Figure 1. Register map, names as in the netlist.
Other sequential cells in the stronger grey, the rest of the logic in the fainter grey.
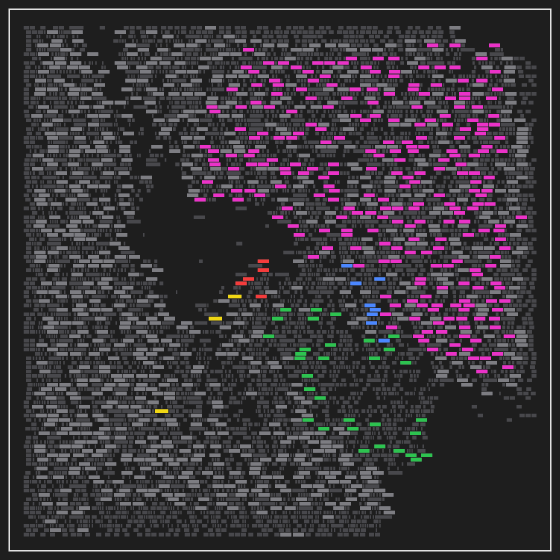
Figure 2. Clock nets.
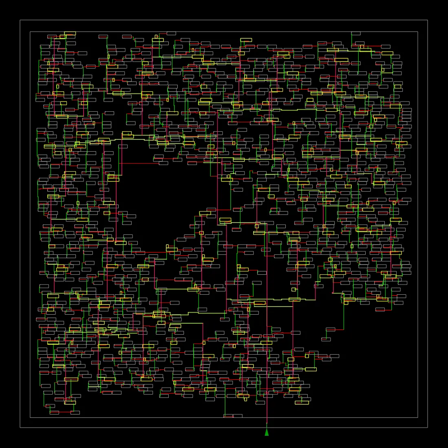
Figure 3. M4 wires.
Supply wires on this layer in grey.
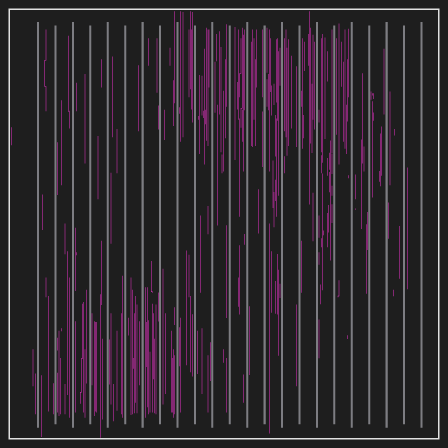
Design centroid_div_sequencer_flat, sky130hd; sources not shown.
==> impl_metrics.json <==
{
  "cts.sink_count": 1149,
  "grt_pass1_wl_microns": 297000,
  "syn_to_final_growth_pct": 29.7,
  "synth_cell_type_count": 76,
  "reg2reg_depth": 13,
  "finalCritPeriodShare_pct": 101,
  "synth.net_count": 6453,
  "grt_overflow_total": 0,
  "p_int_uw": 23600,
  "cts_buffers": 115,
  "max-slew-margin-rel_pct": 21.6,
  "warnings": 63,
  "ys_async_sr_fraction_pct": 0,
  "gp_congestion": 0.956,
  "clk_latency_ns": 0.73,
  "crit_slowest_cell": "or4_4",
  "nNetsFinal": 7094,
  "violations": "setup timing",
  "hold_viol": 0,
  "finalSetupViolations": 1,
  "reg2reg_slack_ns": -0.02,
  "dr.pass1.iters": 9,
  "initCoreUtil_pct": 49.3,
  "critPathMaxFanout": 8,
  "status": "finished with violations",
  "p_clk_share_pct": 38.7,
  "final_cell_mix": "nand2_1, dfxtp_1, a21oi_1",
  "finClkSkew_ns": 0.0319,
  "drv_slew": 0,
  "min_delay_path_depth": 2,
  "crit_path_end_kind": "flip-flop",
  "syn_area_per_cell_sq_um": 8.36,
  "p_per_area_mw_per_mm2": 519,
  "cp_slowest_stage_delay_ns": 0.52,
  "drtIter0Drc": 6745,
  "drive_above_1_share_pct": 11.1,
  "ys_seq_share_pct": 46.6,
  "final_common_cell": "nand2_1",
  "worstPathRequired_ns": 4.05,
  "ant_nets": 0,
  "rows": 116,
  "hpwl_microns": 143000,
  "antenna_found_initial": 19,
  "cts-root-buf": "clkbuf_16",
  "switchingPower_uw": 9550,
  "h-tree-depth": 3,
  "synth_area_sq_mm": 0.0493,
  "cts_tree": "yes",
  "grt_max_degree": 193,
  "path_class": "flip-flop to flip-flop",
  "core-area_sq_mm": 0.100,
  "min_period_ns": 3.42,
  "clk_path_buf_depth": 3,
  "worst_slack_ns": -0.0207,
  "crit_chain": "buf_12 > buf_4 > mux2i_1 > o2bb2ai_1 > a211oi_1 > buf_4 > and4b_1 > and3_4 > nand4_1 > buf_12 > clkbuf_16 > or4_4 > a21oi_2",
  "syn_inst": 5896,
  "yosys_area_sq_mm": 0.0493,
  "clkTransAtPathRegs_ns": 0.07,
  "fill_cells": 8273,
  "grt_use_total_pct": 34.1,
  "wl_per_cell_microns": 25.9
}
Notes on Figure 1 above:
blue -> `u_core.bus.div_by_zero`  # placed flops 8
green -> `u_core.u_div.rem_q`  # placed flops 32
red -> `u_core.u_div.cnt_q`  # placed flops 5, where centre
magenta -> `u_core.stage_q`  # placed flops 256
yellow -> `u_core.idx_q`  # placed flops 3
not coloured = 845
Seq group: 14600 uW
fin util: 64.0%

Notes on Figure 2 above:
Clk power: 12800 uW
Flops: 1149

Notes on Figure 3 above:
nets with wire on the layer = 192
main direction = vertical
share of all routed wire = 5.9%
wire length on this layer = 12000 microns
longest straight run = 163 microns
final wirelength: 205000 microns
routed vias: 50200

==> layer usage <==
| layer | global-route usage, % | wire length [microns] |
|---|---|---|
| met4 | 18.0 | 12000 |
| met2 | 52.9 | 91900 |
| met1 | 43.3 | 76700 |
| met3 | 9.27 | 24600 |
| met5 | 0 | 107 |
==> per-stage QoR <==
step	area, sq um	std cells	util, %	setup TNS (ns)	power [uW]
6_report	64000	7940	64.0	-0.0207	33200
3_5_place_dp	59200	7672	59.2	-2.36	20400
3_3_place_gp	59200	7672	59.2	-0.111	20300
2_1_floorplan	49300	5896	-	0	18000
5_1_grt	64000	7934	64.0	-1.33	34200
4_1_cts	63100	7889	63.1	0	32900
==> logic make-up (layout without fill, tap and decap cells) <==
logic type	Yosys count	in the layout	share of synthesized area (%)
AND-OR/OR-AND	1981	1981	25.3
AND/OR/NAND/NOR	1875	1875	16.0
flip-flops	1149	1149	46.6
buffers and inverters	654	1390	5.25
multiplexers	172	172	5.39
adder cells (fa/ha/maj)	41	41	1.06
XOR/XNOR	24	24	0.426
other	0	10	0
==> cells in the mapped netlist, types with 13 or more instances <==
master,number,area share [%]
and3_1,114,1.4
a22oi_1,34,0.52
mux2i_1,70,1.4
o2bb2ai_1,16,0.28
nand3_1,81,0.82
a22o_1,18,0.32
xnor2_1,17,0.30
a211oi_1,81,1.2
o22ai_1,47,0.60
a21o_1,16,0.24
nor2b_1,40,0.51
nand4_1,16,0.20
nor3_1,18,0.18
inv_1,58,0.44
o211ai_1,192,2.9
a32o_1,95,1.9
buf_1,27,0.21
or3_1,14,0.18
a21oi_1,876,8.9
buf_2,29,0.29
mux2_2,28,0.64
a31oi_1,116,1.5
ha_1,40,1.0
nand2_1,1389,11
buf_6,13,0.30
dfxtp_1,1149,47
or4_1,13,0.20
o221ai_1,32,0.57
o21ai_0,266,2.7
a311oi_1,47,0.83
o2111ai_1,68,1.2
mux4_2,72,3.3
nor2_1,134,1.0
clkbuf_1,525,4.0
==> cell type report <==
class | instances | area [sq um] | area share [%]
timing repair buffer | 1118 | 11200 | 17.4
clock buffer | 167 | 3400 | 5.32
tap | 1298 | 1620 | 2.54
antenna | 10 | 25.0 | 0.0391
clock inverter | 45 | 383 | 0.598
multi-input combinational | 4093 | 24100 | 37.7
inverter | 60 | 233 | 0.364
sequential | 1149 | 23000 | 36.0
==> power by group through the flow <==
stage | Clock, uW | Combinational (uW) | Sequential, uW
floorplan | 0 | 3420 | 14600
global placement | 0 | 5470 | 14800
detailed placement | 0 | 5520 | 14800
CTS | 12800 | 5570 | 14500
global route | 13400 | 6180 | 14600
finish | 12800 | 5770 | 14600
==> repair_timing <==
item,4_1_cts,5_1_grt
pin swaps,2,15
endpoints found under the setup margin,160,523
gates resized,10,75
setup buffers,4,29
cloned,1,12
==> critical path: cells and delay by family, from the launching register on <==
family | cells | cell delay [ns]
flops | 1 | 0.40
simple gates | 4 | 1.08
buf+inv | 5 | 0.88
compound gates | 3 | 0.70
mux | 1 | 0.26
Power is estimated from default activity; no workload was simulated.
